**src/rtl/host_link_pkg.sv**
```systemverilog
// Shared opcodes, response codes and FSM state encoding for the host
// command link responder.
package host_link_pkg;

  localparam logic [7:0] OP_WRITE  = 8'h01;
  localparam logic [7:0] OP_READ   = 8'h02;
  localparam logic [7:0] OP_START  = 8'h03;
  localparam logic [7:0] OP_HALT   = 8'h04;
  localparam logic [7:0] OP_STATUS = 8'h05;

  localparam logic [7:0] ACK  = 8'hA5;
  localparam logic [7:0] NACK = 8'hEE;

  typedef enum logic [2:0] {
    ST_IDLE,
    ST_ADDR,
    ST_DATA,
    ST_MEM,
    ST_WAIT,
    ST_RESP
  } state_t;

endpackage

```
**src/rtl/host_rx_shift.sv**
```systemverilog
// Little-endian 8->32 byte assembler. word_o already includes the byte being
// accepted, so it is the complete field in the cycle done_o is high.
module host_rx_shift (
  input  logic        clk,
  input  logic        rst_n,
  input  logic        clr_i,
  input  logic        en_i,
  input  logic [7:0]  byte_i,
  output logic [31:0] word_o,
  output logic        done_o
);

  logic [31:0] word_q, word_d;
  logic [1:0]  cnt_q, cnt_d;

  always_comb begin
    word_d = word_q;
    cnt_d  = cnt_q;
    if (clr_i) begin
      cnt_d = 2'd0;
    end else if (en_i) begin
      word_d = {byte_i, word_q[31:8]};
      cnt_d  = cnt_q + 2'd1;
    end
  end

  always_ff @(posedge clk or negedge rst_n) begin
    if (!rst_n) begin
      word_q <= 32'h0;
      cnt_q  <= 2'd0;
    end else begin
      word_q <= word_d;
      cnt_q  <= cnt_d;
    end
  end

  assign word_o = {byte_i, word_q[31:8]};
  assign done_o = en_i && !clr_i && (cnt_q == 2'd3);

endmodule

```
**src/rtl/host_cmd_responder.sv**
```systemverilog
// Host command link endpoint: decodes framed byte commands, issues 32-bit
// memory accesses, returns response bytes and owns the core hold line.
module host_cmd_responder
  import host_link_pkg::*;
#(
  parameter int ADDR_W = 32,
  parameter int DATA_W = 32
) (
  input  logic              clk,
  input  logic              rst_n,
  input  logic              in_valid,
  output logic              in_ready,
  input  logic [7:0]        in_data,
  output logic              out_valid,
  input  logic              out_ready,
  output logic [7:0]        out_data,
  output logic              mem_req,
  output logic              mem_we,
  output logic [ADDR_W-1:0] mem_addr,
  output logic [DATA_W-1:0] mem_wdata,
  input  logic              mem_gnt,
  input  logic              mem_rvalid,
  input  logic [DATA_W-1:0] mem_rdata,
  output logic              core_hold,
  output logic              busy
);

  state_t              state_q, state_d;
  logic                mem_we_q, mem_we_d;
  logic [ADDR_W-1:0]   mem_addr_q, mem_addr_d;
  logic [DATA_W-1:0]   mem_wdata_q, mem_wdata_d;
  logic [31:0]         resp_q, resp_d;
  logic [2:0]          resp_len_q, resp_len_d;
  logic                core_hold_q, core_hold_d;

  logic                rx_en;
  logic                rx_done;
  logic [31:0]         rx_word;

  // Handshake: a byte moves on in_valid & in_ready (and out_valid & out_ready).
  // in_ready and out_valid depend only on state, never on the peer's signal.
  assign in_ready  = (state_q == ST_IDLE) || (state_q == ST_ADDR) || (state_q == ST_DATA);
  assign out_valid = (state_q == ST_RESP);
  assign out_data  = resp_q[7:0];
  assign mem_req   = (state_q == ST_MEM);
  assign mem_we    = mem_we_q;
  assign mem_addr  = mem_addr_q;
  assign mem_wdata = mem_wdata_q;
  assign core_hold = core_hold_q;
  assign busy      = (state_q != ST_IDLE);

  assign rx_en = in_valid && ((state_q == ST_ADDR) || (state_q == ST_DATA));

  host_rx_shift u_rx (
    .clk    (clk),
    .rst_n  (rst_n),
    .clr_i  (state_q == ST_IDLE),
    .en_i   (rx_en),
    .byte_i (in_data),
    .word_o (rx_word),
    .done_o (rx_done)
  );

  always_comb begin
    state_d     = state_q;
    mem_we_d    = mem_we_q;
    mem_addr_d  = mem_addr_q;
    mem_wdata_d = mem_wdata_q;
    resp_d      = resp_q;
    resp_len_d  = resp_len_q;
    core_hold_d = core_hold_q;
    case (state_q)
      ST_IDLE: begin
        if (in_valid) begin
          // Single-byte commands load their response on the acceptance edge.
          case (in_data)
            OP_WRITE, OP_READ: begin
              mem_we_d = (in_data == OP_WRITE);
              state_d  = ST_ADDR;
            end
            OP_START: begin
              core_hold_d = 1'b0;
              resp_d      = {24'h0, ACK};
              resp_len_d  = 3'd1;
              state_d     = ST_RESP;
            end
            OP_HALT: begin
              core_hold_d = 1'b1;
              resp_d      = {24'h0, ACK};
              resp_len_d  = 3'd1;
              state_d     = ST_RESP;
            end
            OP_STATUS: begin
              resp_d     = {31'h0, core_hold_q};
              resp_len_d = 3'd1;
              state_d    = ST_RESP;
            end
            default: begin
              resp_d     = {24'h0, NACK};
              resp_len_d = 3'd1;
              state_d    = ST_RESP;
            end
          endcase
        end
      end
      ST_ADDR: begin
        if (rx_done) begin
          mem_addr_d = {rx_word[ADDR_W-1:2], 2'b00};
          state_d    = mem_we_q ? ST_DATA : ST_MEM;
        end
      end
      ST_DATA: begin
        if (rx_done) begin
          mem_wdata_d = rx_word;
          state_d     = ST_MEM;
        end
      end
      ST_MEM: begin
        if (mem_gnt) begin
          if (mem_we_q) begin
            resp_d     = {24'h0, ACK};
            resp_len_d = 3'd1;
            state_d    = ST_RESP;
          end else begin
            state_d = ST_WAIT;
          end
        end
      end
      ST_WAIT: begin
        if (mem_rvalid) begin
          resp_d     = mem_rdata;
          resp_len_d = 3'd4;
          state_d    = ST_RESP;
        end
      end
      ST_RESP: begin
        if (out_ready) begin
          resp_d     = {8'h00, resp_q[31:8]};
          resp_len_d = resp_len_q - 3'd1;
          if (resp_len_q == 3'd1) state_d = ST_IDLE;
        end
      end
      default: state_d = ST_IDLE;
    endcase
  end

  always_ff @(posedge clk or negedge rst_n) begin
    if (!rst_n) begin
      state_q     <= ST_IDLE;
      mem_we_q    <= 1'b0;
      mem_addr_q  <= '0;
      mem_wdata_q <= '0;
      resp_q      <= 32'h0;
      resp_len_q  <= 3'd0;
      core_hold_q <= 1'b1;
    end else begin
      state_q     <= state_d;
      mem_we_q    <= mem_we_d;
      mem_addr_q  <= mem_addr_d;
      mem_wdata_q <= mem_wdata_d;
      resp_q      <= resp_d;
      resp_len_q  <= resp_len_d;
      core_hold_q <= core_hold_d;
    end
  end

endmodule
```
**config.mk**
```make
export PLATFORM = sky130hd
export DESIGN_NAME = host_cmd_responder
export DESIGN_NICKNAME = d
export VERILOG_FILES = /design/src/rtl/host_link_pkg.sv /design/src/rtl/host_rx_shift.sv /design/src/rtl/host_cmd_responder.sv
export SDC_FILE = /design/constraint.sdc
export NUM_CORES = 1
export LEC_CHECK = 0
export CORE_MARGIN = 4
export CORE_UTILIZATION = 54
export DETAILED_ROUTE_END_ITERATION = 8
export GPL_ROUTABILITY_DRIVEN = 0
export MAX_ROUTING_LAYER = met4
export PLACE_DENSITY = 0.85
export SLEW_MARGIN = 25
export SYNTH_ARGS = -nofsm -noshare
export SYNTH_HDL_FRONTEND = slang
export SYNTH_SLANG_ARGS = --single-unit
```
**constraint.sdc**
```tcl
create_clock -name clk -period 4.8 [get_ports clk]
set_input_delay 0.48 -clock clk [delete_from_list [all_inputs] [get_ports clk]]
set_output_delay 0.48 -clock clk [all_outputs]
set_load 0.05 [all_outputs]
```
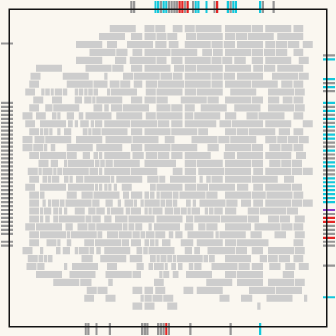
Fig. 1. Pin map (run 1).
Pins as bars across the die edge, other pins in grey.
mem_addr -> cyan  # pins 32, direction output, edge 20 right, 11 top, 1 bottom
core_hold -> purple  # pins 1, direction output, edge right
in_data -> red  # pins 8, direction input, edge 4 top, 3 right, 1 bottom
all pins by edge = 44 right, 37 left, 28 top, 15 bottom

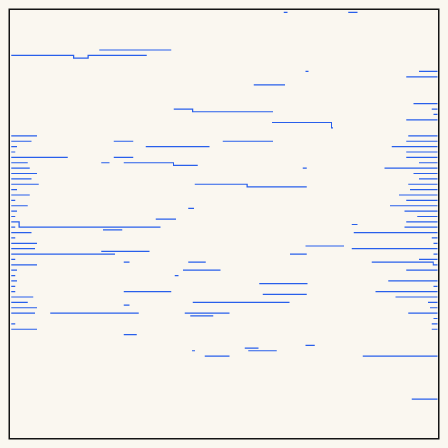
Fig. 2. Met3 routing (run 1).
nets with wire on the layer = 97
longest straight run = 35.7 um
main direction = horizontal
wire length on this layer = 871 um
share of all routed wire = 6.6%

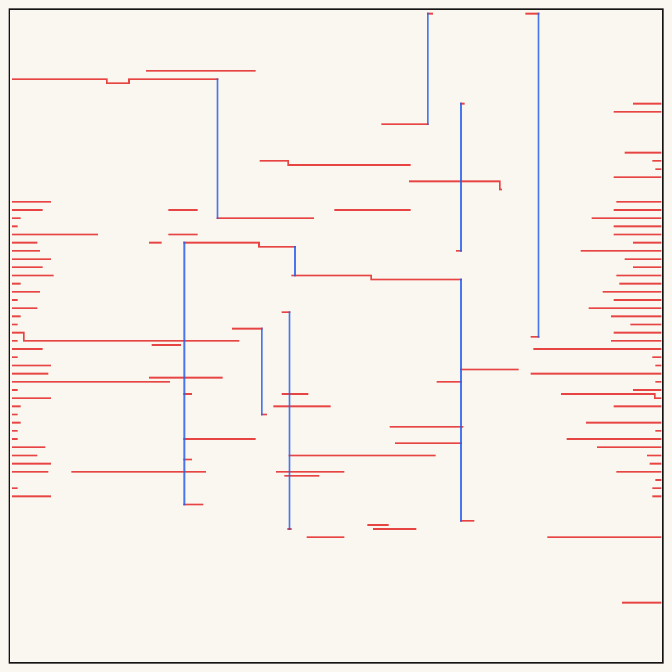
Fig. 3. Signal wires by layer (run 1).
Only two layers are drawn.
met4 -> blue  # wire length 258 um
met3 -> red  # wire length 871 um

==> flow_metrics.py, run 1 <==
# Physical implementation metrics
metrics = {
    "power_and_ir_drop": {
        "pg_comb_mw": 1.75,
        "p_clk_mw": 1.39,
        "p_seq_mw": 1.69,
        "p_int_mw": 2.97,
        "vdd_drop_max_uv": 410,
        "p_comb_frac": 0.362,
    },
    "timing": {
        "clock.fmax_mhz": 282,
        "hold_slack_ps": -21.9,
        "fin_crit_sh": 0.739,
        "grt_setup_unrepaired": "no",
        "hold_viol_final": 9,
        "tns_ps": 0,
    },
    "final_layout": {
        "seq_area_mm2": 0.00320,
        "logic_gates": 263,
        "logic_area_mm2": 0.00203,
        "buffers": 127,
        "final_cell_area_mm2": 0.00733,
        "largest_cell_class": "sequential cells",
    },
    "setup_path": {
        "crit_path_max_incr_delay_ps": 930,
        "cp_top_family": "buffers and inverters",
        "crit_chain": "nor2b_1 -> nand2_1 -> inv_1 -> clkdlybuf4s50_1",
    },
    "outcome": {
        "failed_checks": "negative hold slack",
        "outcome": "finished with violations",
    },
    "clocking": {
        "clk_pin_slew_worst_paths_ps": 60,
        "cts_max_path_buffers": 2,
    },
    "grt": {
        "antenna_found_initial": 0,
        "top_usage_layer": "met2",
    },
    "logic_synthesis": {
        "ys_chip_area_mm2": 0.00544,
        "ys_types": 41,
        "largest_area_cell": "dfrtp_1",
        "syn_inst": 436,
        "compound_area_frac": 0.0892,
    },
    "routing": {
        "met2_length_um": 6650,
    },
    "placed_design": {
        "io_buffers": 121,
    },
    "floorplan": {
        "row_count": 36,
    },
}
==> inputs of run 2 (changes only) <==
--- a/config.mk
+++ b/config.mk
@@ -6,11 +6,11 @@
 export NUM_CORES = 1
 export LEC_CHECK = 0
 export CORE_MARGIN = 4
-export CORE_UTILIZATION = 54
+export CORE_UTILIZATION = 50
 export DETAILED_ROUTE_END_ITERATION = 8
 export GPL_ROUTABILITY_DRIVEN = 0
 export MAX_ROUTING_LAYER = met4
-export PLACE_DENSITY = 0.85
+export PLACE_DENSITY = 0.8
 export SLEW_MARGIN = 25
 export SYNTH_ARGS = -nofsm -noshare
 export SYNTH_HDL_FRONTEND = slang
==> constraint.sdc (replaced) <==
create_clock -name clk -period 3.3 [get_ports clk]
set_input_delay 0.33 -clock clk [delete_from_list [all_inputs] [get_ports clk]]
set_output_delay 0.33 -clock clk [all_outputs]
set_load 0.05 [all_outputs]
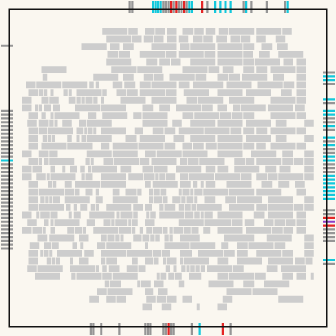
Fig. 4. Pin map (run 2).
Pins as bars across the die edge, other pins in grey.
core_hold -> purple  # pins 1, direction output, edge right
mem_addr -> cyan  # pins 32, direction output, edge 18 right, 12 top, 1 bottom, 1 left
in_data -> red  # pins 8, direction input, edge 4 top, 2 right, 2 bottom

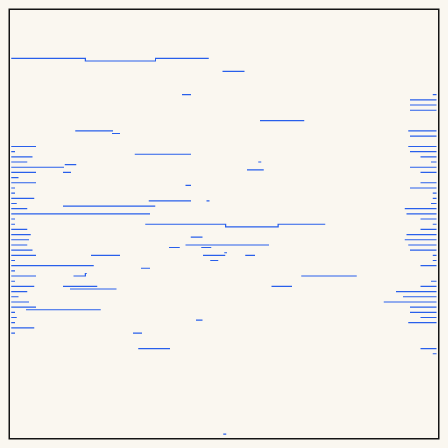
Fig. 5. Met3 routing (run 2).
longest straight run = 36.1 um
share of all routed wire = 5.8%
wire length on this layer = 699 um

==> flow_metrics.py, run 2 <==
# Physical implementation metrics
metrics = {
    "outcome": {
        "outcome": "complete, no violations",
    },
    "power_and_ir_drop": {
        "vdd_drop_max_uv": 571,
        "p_seq_mw": 2.44,
        "seqPwrFrac": 0.360,
        "p_clk_mw": 1.83,
        "p_comb_frac": 0.370,
        "p_int_mw": 4.14,
    },
    "timing": {
        "clock.fmax_mhz": 355,
        "hold_slack_ps": 377,
        "hold_viol_final": 0,
        "tns_ps": 0,
        "setup_viol": 0,
        "fin_crit_sh": 0.854,
        "grt_setup_unrepaired": "no",
    },
    "final_layout": {
        "logic_area_mm2": 0.00203,
        "inverters_excl_clock": 7,
        "largest_cell_class": "sequential cells",
        "seq_area_mm2": 0.00320,
        "buf_share": 0.178,
        "logic_gates": 263,
        "final_cell_area_mm2": 0.00732,
        "buffers": 131,
        "nFillCells": 751,
    },
    "grt": {
        "antenna_found_initial": 0,
        "top_usage_layer": "met2",
    },
    "setup_path": {
        "crit_path_max_incr_delay_ps": 810,
        "rrSetupSlack_ps": 780,
        "crit_chain": "nor2b_1 -> nand2_1 -> inv_1 -> clkdlybuf4s50_1",
        "cp_top_family": "buffers and inverters",
        "r2r-start": "state_q[1]",
        "end_kind": "primary output",
        "crit_fanout": 18,
    },
    "logic_synthesis": {
        "largest_area_cell": "dfrtp_1",
        "xor_share": 0.00322,
        "compound_area_frac": 0.0892,
        "ys_chip_area_mm2": 0.00544,
        "syn_inst": 436,
        "ys_types": 41,
        "syn_area_mm2": 0.00544,
    },
    "clocking": {
        "clk_pin_slew_worst_paths_ps": 60,
        "cts_buffers": 17,
        "cts_max_path_buffers": 2,
    },
    "floorplan": {
        "row_count": 37,
        "initCoreUtil": 0.520,
    },
    "placed_design": {
        "io_buffers": 121,
    },
    "routing": {
        "met2_length_um": 5940,
    },
}
==> inputs of run 3 (changes only) <==
--- a/config.mk
+++ b/config.mk
@@ -6,11 +6,12 @@
 export NUM_CORES = 1
 export LEC_CHECK = 0
 export CORE_MARGIN = 4
-export CORE_UTILIZATION = 50
+export CORE_UTILIZATION = 46
 export DETAILED_ROUTE_END_ITERATION = 8
 export GPL_ROUTABILITY_DRIVEN = 0
+export HOLD_SLACK_MARGIN = 0.15
 export MAX_ROUTING_LAYER = met4
-export PLACE_DENSITY = 0.8
+export PLACE_DENSITY = 0.74
 export SLEW_MARGIN = 25
 export SYNTH_ARGS = -nofsm -noshare
 export SYNTH_HDL_FRONTEND = slang
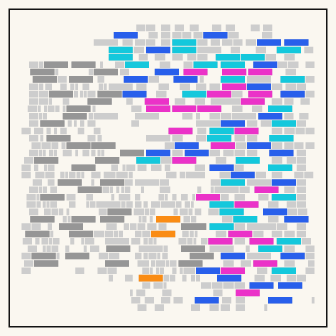
Fig. 6. Sequential cells grouped by signal name (run 3).
state_q -> orange  # flops 3
mem_addr -> cyan  # flops 30
mem_wdata -> blue  # flops 32
u_rx.word_q -> magenta  # flops 24
not coloured = 39

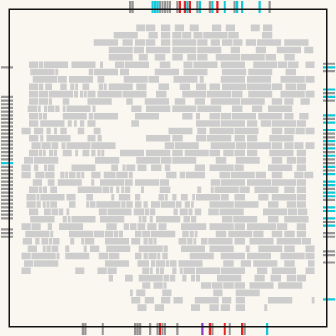
Fig. 7. Pin map (run 3).
Pins as bars across the die edge, other pins in grey.
in_data -> red  # pins 8, direction input, edge 4 bottom, 4 top
core_hold -> purple  # pins 1, direction output, edge bottom
mem_addr -> cyan  # pins 32, direction output, edge 20 right, 10 top, 1 bottom, 1 left

==> flow_metrics.py, run 3 <==
# Physical implementation metrics
metrics = {
    "outcome": {
        "outcome": "complete, no violations",
    },
    "timing": {
        "grt_setup_unrepaired": "no",
        "tns_ps": 0,
        "hold_viol_final": 0,
        "setup_viol": 0,
        "clock.fmax_mhz": 363,
    },
    "final_layout": {
        "logic_area_mm2": 0.00203,
        "buf_share": 0.177,
        "final_cell_area_mm2": 0.00732,
        "buffers": 131,
        "nFillCells": 891,
        "largest_cell_class": "sequential cells",
        "logic_gates": 263,
        "seq_area_mm2": 0.00320,
        "inverters_excl_clock": 7,
    },
    "power_and_ir_drop": {
        "p_comb_frac": 0.370,
        "vdd_drop_max_uv": 481,
        "pg_comb_mw": 2.51,
        "seqPwrFrac": 0.360,
        "p_clk_mw": 1.83,
    },
    "setup_path": {
        "rrSetupSlack_ps": 920,
        "crit_fanout": 18,
        "cp_top_family": "buffers and inverters",
        "end_kind": "primary output",
    },
    "floorplan": {
        "initCoreUtil": 0.473,
    },
    "logic_synthesis": {
        "xor_share": 0.00322,
        "syn_inst": 436,
        "ys_chip_area_mm2": 0.00544,
        "largest_area_cell": "dfrtp_1",
        "syn_area_mm2": 0.00544,
        "ys_types": 41,
        "compound_area_frac": 0.0892,
    },
    "grt": {
        "top_usage_layer": "met2",
        "antenna_found_initial": 0,
    },
    "routing": {
        "met2_length_um": 5870,
    },
    "clocking": {
        "cts_max_path_buffers": 2,
        "clk_pin_slew_worst_paths_ps": 60,
    },
    "placed_design": {
        "io_buffers": 121,
    },
}

## Gallery

Routing congestion map.
panel A
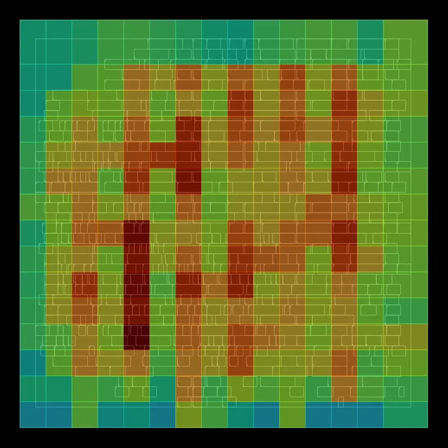
panel B
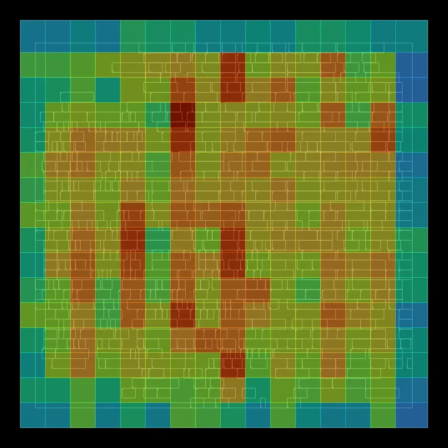
panel C
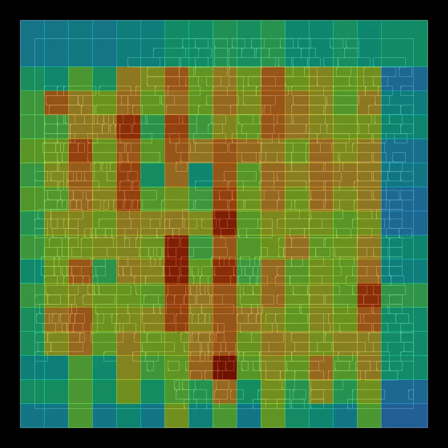
- highest track usage: panel A
Panel B is run 2.
Panel C is run 3.
Panel A is run 1.

